Design fft_addr_gen, sky130hd; sources not shown.
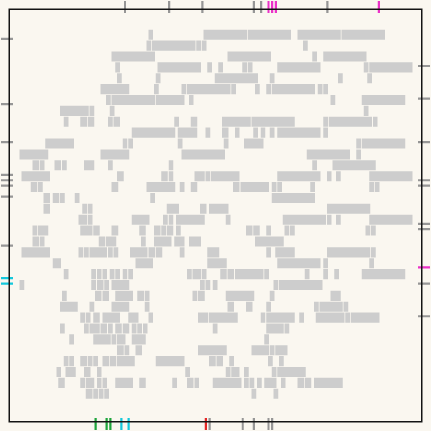
(run_1/pinout.png)
Scale: 4 px per µm. Pins as bars across the die edge, other pins in gray.
- red: `addr_err` (pins 1; direction output; edge south)
- magenta: `wr_addr_a` (pins 5; direction output; edge 4 north, 1 east)
- green: `stage` (pins 3; direction input; edge south)
- cyan: `pair_id` (pins 4; direction input; edge 2 west, 2 south)
- all pins by edge: 11 south, 10 north, 10 west, 10 east
total of buffers placed on input and output ports: 0
Die Span Y: 103 µm
Die W: 103 µm

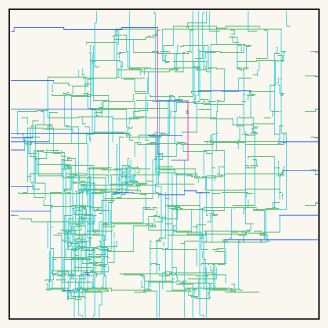
(run_1/layers.png)
Scale: 3 px per µm.
- green: M1 (wire length 2630 µm)
- magenta: M4 (wire length 61.9 µm)
- blue: M3 (wire length 329 µm)
- cyan: M2 (wire length 2890 µm)
vias after detailed routing: 1966
wire per inst: 12.8 µm

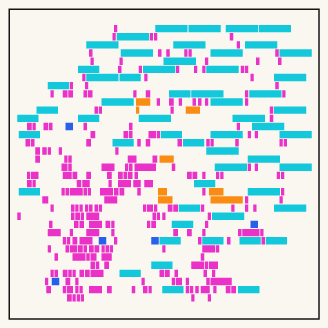
(run_1/class_map.png)
Scale: 3 px per µm.
- blue: remaining buffers and delay cells (cells 5; share of their area 1.3%)
- orange: clock drivers and dummy loads (cells 8; share of their area 3.9%)
- cyan: registers (cells 56; share of their area 50%)
- magenta: remaining logic cells (cells 258; share of their area 44%)
Placeable Area: 9640 µm²
sequential cell area share: 47.7%
# rows: 36

==> reports/qor_table.md, run 1 <==
| Stage | Result | Reported |
|---|---|---|
| outcome | Run status | complete, no violations |
| power | Switching share of power | 25.7% |
| power | Maximum vdd drop | 222 µV |
| detailed routing | Met3 Wirelength | 329 µm |
| worst setup path | Number of cells traversed by the worst register-to-register path | 8 |
| clock tree | Post-CTS setup buffer count | 0 |
| layout | Fin area | 3050 µm² |
| final timing | Max Clk Rate | 403 MHz |
| logic synthesis | Syn_area_per_cell | 8.53 µm² |
| power | Comb. pwr | 0.199 mW |
| power | Clock power frac | 32.2% |
| clock tree | CTS tree | yes |
| logic synthesis | Synthesized cell area | 2930 µm² |
| worst setup path | Reg2reg setup slack | 1.37 ns |
| clock tree | Clock root buffer | sky130_fd_sc_hd__clkbuf_8 |
| layout | Tally of filler cells in the layout | 1058 |
| logic synthesis | Post-synthesis register bit count | 56 |
| die | Chip footprint | 10600 µm² |
| logic synthesis | Leading post-synthesis cells by instance count | sky130_fd_sc_hd__inv_1 (68), sky130_fd_sc_hd__nand2_1 (49), sky130_fd_sc_hd__nor2_1 (49) |
| detailed routing | Drt first pass iters | 4 |
| grt | Global-route wire length before repair | 9.93 mm |
| logic synthesis | Cell type with the highest aggregate area in the netlist | sky130_fd_sc_hd__edfxtp_1 |
| layout | Area of combinational cells with multiple inputs | 1020 µm² |
| clock tree | Number of resized instances in the post-cts repair step | 0 |
| detailed routing | Antenna Nets Post-Route | 0 |
| clock tree | Clk_lat worst skew | 0.31 ns |
| logic synthesis | Cell count in the Yosys report | 343 |
| clock tree | Clock buffer count from CTS | 5 |
| layout | Area growth, synth to finish | 4.11% |
| logic synthesis | Flip-flops with a built-in enable | 33 |
| final timing | Worst Skew | 0.00997 ns |
| final timing | Max-slew violation count | 0 |
| final timing | Share of the clock period used by the worst path | 85.5% |
| run | Count of tool warnings | 31 |
| layout | Final Core Density | 31.6% |
| logic synthesis | Unique cell type count in the Yosys netlist | 33 |
| layout | Max reg flops | 33 |
| grt | Total congestion overflow | 0 |
| worst setup path | Critical path type | in -> reg |
| die | Core utilization at floorplan | 30.3% |
| final timing | Setup repair after global routing missed its margin | no |
| power | Reported leakage power | 1.34 nW |
| power | Seq pwr share | 55.7% |
| worst setup path | Endpoint type of the worst setup path | flip-flop |
| placed design | Area after detailed placement | 2930 µm² |
| final timing | Worst-margin pin slew | 0.511 ns |
| layout | Share of cells above drive strength 1 | 5.81% |
| final timing | Hold Fails Final Rpt | 0 |
| final timing | Final Setup Violations | 0 |
| layout | FF+latch area | 1450 µm² |
| power | Power consumption | 1.64 mW |
| grt | GRT Resource Usage Total | 12.2% |
| logic synthesis | Async S/R FF share, synth | 0% |
| grt | Met3 usage in global routing | 3.66% |
| final timing | Relative max-transition margin | 65.9% |
| placed design | DP Wirelength | 4.46 mm |
| power | Power density over the cells | 540 nW/µm² |
| clock tree | Clock slew seen by the registers of the worst setup and hold paths | 0.11 ns |
| grt | Met2 Use GR | 21.2% |
| power | Power in sequential cells | 0.916 mW |
| logic synthesis | Area fraction in mux cells | 0% |
| clock tree | Total of hold buffers inserted after clock tree synthesis | 0 |
| logic synthesis | Dominant kind of combinational cell | simple AND/OR/NAND/NOR gates |
| power | Top contributor to total power | sequential cells |
run 1: kinds of logic (layout without fill, tap and decap cells):
group,Yosys count,in the layout
AND/OR/NAND/NOR,125,125
buffers and inverters,99,83
flip-flops,56,56
AND-OR/OR-AND,44,44
adder cells (fa/ha/maj),16,16
XOR/XNOR,3,3
run 1: cells in the final DEF (no fill, tap or decap), drive strengths merged, types with 6 or more instances in the layout:
cell type | netlist | routed
clkbuf | 2 | 6
ha | 14 | 14
dfxtp | 23 | 23
o21ai | 17 | 17
a21oi | 19 | 19
nand3 | 20 | 20
inv | 69 | 70
nor2 | 50 | 50
edfxtp | 33 | 33
nand2 | 50 | 50
run 1: cell type report:
class                   instances  share of cell area [%]
flip-flops and latches         56                    47.7
multi-input cells             188                    33.4
inverters                      70                    8.63
well taps                     133                    5.46
clock buffers                   6                    2.38
clock inverters                 2                    1.27
repair buffers                  5                    1.23
run 1: worst max-delay path: stages:
cell and delay (ns):
sky130_fd_sc_hd__inv_2 0.12, sky130_fd_sc_hd__ha_1 0.20, sky130_fd_sc_hd__ha_1 0.20, sky130_fd_sc_hd__inv_1 0.08
sky130_fd_sc_hd__ha_1 0.27, sky130_fd_sc_hd__inv_1 0.05, sky130_fd_sc_hd__nand2_1 0.09, sky130_fd_sc_hd__nand2_1 0.11
sky130_fd_sc_hd__inv_1 0.06, sky130_fd_sc_hd__fa_1 0.42, sky130_fd_sc_hd__nand3b_1 0.17, sky130_fd_sc_hd__nand2_1 0.08
sky130_fd_sc_hd__or2_2 0.10, sky130_fd_sc_hd__nand2_1 0.05, sky130_fd_sc_hd__inv_1 0.05, sky130_fd_sc_hd__nand3_1 0.07
sky130_fd_sc_hd__nand2_1 0.07, sky130_fd_sc_hd__a21oi_1 0.05
==> run 2: changes to the inputs <==
--- a/config.mk
+++ b/config.mk
@@ -6,14 +6,14 @@
 export NUM_CORES = 1
 export LEC_CHECK = 0
 export ABC_AREA = 1
-export CAP_MARGIN = 20
+export CAP_MARGIN = 30
 export CORE_MARGIN = 2
 export CORE_UTILIZATION = 30
 export DETAILED_ROUTE_END_ITERATION = 10
 export DONT_BUFFER_PORTS = 1
 export HOLD_SLACK_MARGIN = 0.08
 export PLACE_DENSITY_LB_ADDON = 0.05
-export SLEW_MARGIN = 25
+export SLEW_MARGIN = 20
 export SYNTH_ARGS = -nofsm -noshare
 export SYNTH_HDL_FRONTEND = slang
 export SYNTH_SLANG_ARGS = --single-unit
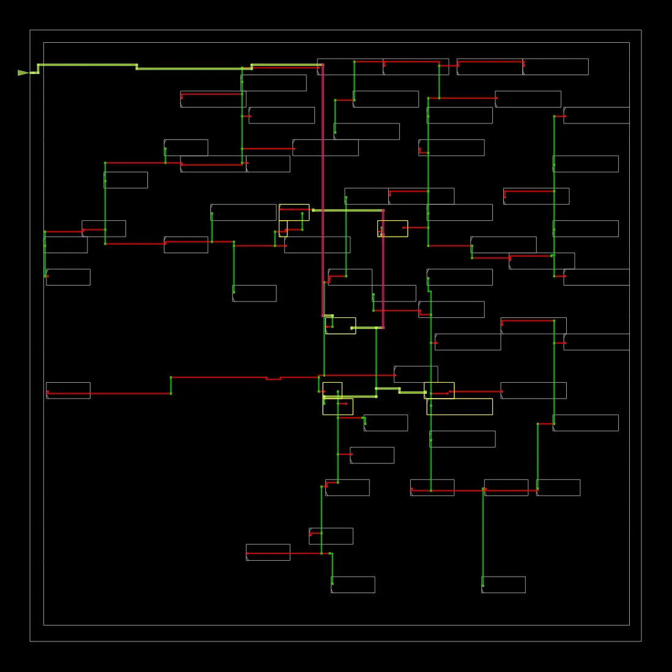
(run_2/clock_nets.png)
number of flip-flops and latches: 56
clk_lat worst skew: 0.31 ns

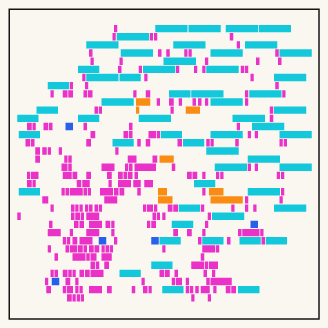
(run_2/class_map.png)
Scale: 3 px per µm.
- blue: remaining buffers and delay cells (cells 5; share of their area 1.3%)
- magenta: remaining logic cells (cells 258; share of their area 44%)
- orange: clock drivers and dummy loads (cells 8; share of their area 3.9%)
- cyan: registers (cells 56; share of their area 50%)
fin area: 3050 µm²
Final Core Density: 31.6%

==> reports/qor_table.md, run 2 <==
| Stage | Result | Reported | vs previous |
|---|---|---|---|
| worst setup path | Cell family with the largest share of critical-path delay | adder cells |  |
| detailed routing | Vias after detailed routing | 1966 | unchanged |
| placed design | Total of buffers placed on input and output ports | 0 | unchanged |
| detailed routing | Antenna Nets Post-Route | 0 | unchanged |
| layout | Share of cells above drive strength 1 | 5.81% | unchanged |
| clock tree | Number of resized instances in the post-cts repair step | 0 | unchanged |
| worst setup path | Master of the slowest instance on the critical path | sky130_fd_sc_hd__fa_1 |  |
| layout | Max reg flops | 33 | unchanged |
| clock tree | Clock buffer depth | 2 |  |
| die | Die W | 103 µm | unchanged |
| clock tree | Clock slew seen by the registers of the worst setup and hold paths | 0.11 ns | about the same |
| final timing | Max-slew violation count | 0 | unchanged |
| clock tree | Total of hold buffers inserted after clock tree synthesis | 0 | unchanged |
| worst setup path | Levels on crit path | 18 | unchanged |
| clock tree | Clock root buffer | sky130_fd_sc_hd__clkbuf_8 |  |
| worst setup path | List of cells traversed by the critical path | inv_2 > ha_1 > ha_1 > inv_1 > ha_1 > inv_1 > nand2_1 > nand2_1 > inv_1 > fa_1 > nand3b_1 > nand2_1 > or2_2 > nand2_1 > inv_1 > nand3_1 > nand2_1 > a21oi_1 |  |
| grt | Total congestion overflow | 0 | unchanged |
| logic synthesis | Post-synthesis register bit count | 56 | unchanged |
| power | Switching share of power | 25.7% | unchanged |
| logic synthesis | Area fraction in mux cells | 0% | unchanged |
| detailed routing | Wire per inst | 12.8 µm | unchanged |
| detailed routing | Drt first pass iters | 4 | unchanged |
| grt | GRT Resource Usage Total | 12.2% | unchanged |
| power | Power density over the cells | 540 nW/µm² | unchanged |
| die | # rows | 36 | unchanged |
| worst setup path | Critical path type | in -> reg |  |
| final timing | Hold Fails Final Rpt | 0 | unchanged |
| logic synthesis | Dominant kind of combinational cell | simple AND/OR/NAND/NOR gates |  |
| logic synthesis | Synthesized cell area | 2930 µm² | unchanged |
| worst setup path | Reg2reg setup slack | 1.37 ns | about the same |
| worst setup path | Most prevalent standard cell on the critical path | sky130_fd_sc_hd__nand2_1 |  |
| die | Chip footprint | 10600 µm² | unchanged |
| placed design | DP Wirelength | 4.46 mm | unchanged |
| logic synthesis | Cell count in the Yosys report | 343 | unchanged |
| logic synthesis | Syn_area_per_cell | 8.53 µm² | unchanged |
| die | Core utilization at floorplan | 30.3% | unchanged |
| power | Clock power frac | 32.2% | about the same |
| clock tree | Post-CTS setup buffer count | 0 | unchanged |
| logic synthesis | Async S/R FF share, synth | 0% | unchanged |
| logic synthesis | Cell type with the highest aggregate area in the netlist | sky130_fd_sc_hd__edfxtp_1 |  |
| logic synthesis | Flip-flops with a built-in enable | 33 | unchanged |
| run | Count of tool warnings | 31 | unchanged |
| final timing | Setup repair after global routing missed its margin | no |  |
| logic synthesis | Leading post-synthesis cells by instance count | sky130_fd_sc_hd__inv_1 (68), sky130_fd_sc_hd__nand2_1 (49), sky130_fd_sc_hd__nor2_1 (49) |  |
| final timing | Final Setup Violations | 0 | unchanged |
| final timing | Worst Skew | 0.00997 ns | unchanged |
| layout | Area growth, synth to finish | 4.11% | unchanged |
| final timing | Relative max-transition margin | 65.9% | unchanged |
| worst setup path | Number of cells traversed by the worst register-to-register path | 8 | unchanged |
| die | Placeable Area | 9640 µm² | unchanged |
| power | Maximum vdd drop | 222 µV | unchanged |
| power | Seq pwr share | 55.7% | about the same |
| final timing | Worst-margin pin slew | 0.511 ns | unchanged |
| final timing | Max Clk Rate | 403 MHz | unchanged |
| worst setup path | Slowest Stage Delay on Critical Path | 0.42 ns | about the same |
| die | Die Span Y | 103 µm | unchanged |
| layout | Most frequently placed logic cells in the final layout | sky130_fd_sc_hd__inv_1 (68), sky130_fd_sc_hd__nand2_1 (49), sky130_fd_sc_hd__nor2_1 (49) |  |
| outcome | Run status | complete, no violations |  |
| layout | Highest-count logic cell in the final layout | sky130_fd_sc_hd__inv_1 |  |
| grt | Global-route wire length before repair | 9.93 mm | unchanged |
## run 2: cell counts in the layout (fill, tap and decap cells not counted)
Identical to the previous run, type by type.
## run 2: final cells by class
type / instances / area (µm²) / area share [%]
multi-input combinational: 188 / 1020 / 33.4
clock inverter: 2 / 38.8 / 1.27
clock buffer: 6 / 72.6 / 2.38
tap: 133 / 166 / 5.46
inverter: 70 / 263 / 8.63
sequential: 56 / 1450 / 47.7
timing repair buffer: 5 / 37.5 / 1.23
## run 2: power groups by stage
| stage | sequential, mW | combinational, mW | clock (mW) |
|---|---|---|---|
| floorplan | 0.922 | 0.187 | 0 |
| global placement | 0.936 | 0.205 | 0 |
| detailed placement | 0.936 | 0.204 | 0 |
| CTS | 0.918 | 0.205 | 0.558 |
| global route | 0.925 | 0.235 | 0.582 |
| finish | 0.916 | 0.199 | 0.529 |
## run 2: through the flow
stage	hold WS [ns]	util [%]	total power [mW]	setup slack, ns	instance area (µm²)
finish	0.179	31.6	1.64	0.421	3050
global placement	0.471	30.4	1.14	0.123	2930
floorplan	0.431	-	1.11	0.319	2930
detailed placement	0.474	30.4	1.14	0.0926	2930
global route	0.159	31.6	1.74	0.0854	3050
CTS	0.168	31.6	1.68	0.432	3050
## run 2: cells by family (layout without fill, tap and decap cells)
group | Yosys count | count (layout)
buf+inv | 99 | 83
simple gates | 125 | 125
flops | 56 | 56
xor+xnor | 3 | 3
fa+ha+maj | 16 | 16
compound gates | 44 | 44
## run 2: metal layers
metal | vias up | global-route usage (%) | part of all wire (%) | routed length [µm]
met4 | 0 | 3.34 | 1.0 | 61
met3 | 5 | 3.66 | 5.6 | 329
met2 | 41 | 21.2 | 49 | 2890
met1 | 894 | 14.7 | 44 | 2630
li1 | 1026 | - | - | -
met5 | - | 0 | 0 | 0
Power is estimated from default activity; no workload was simulated.
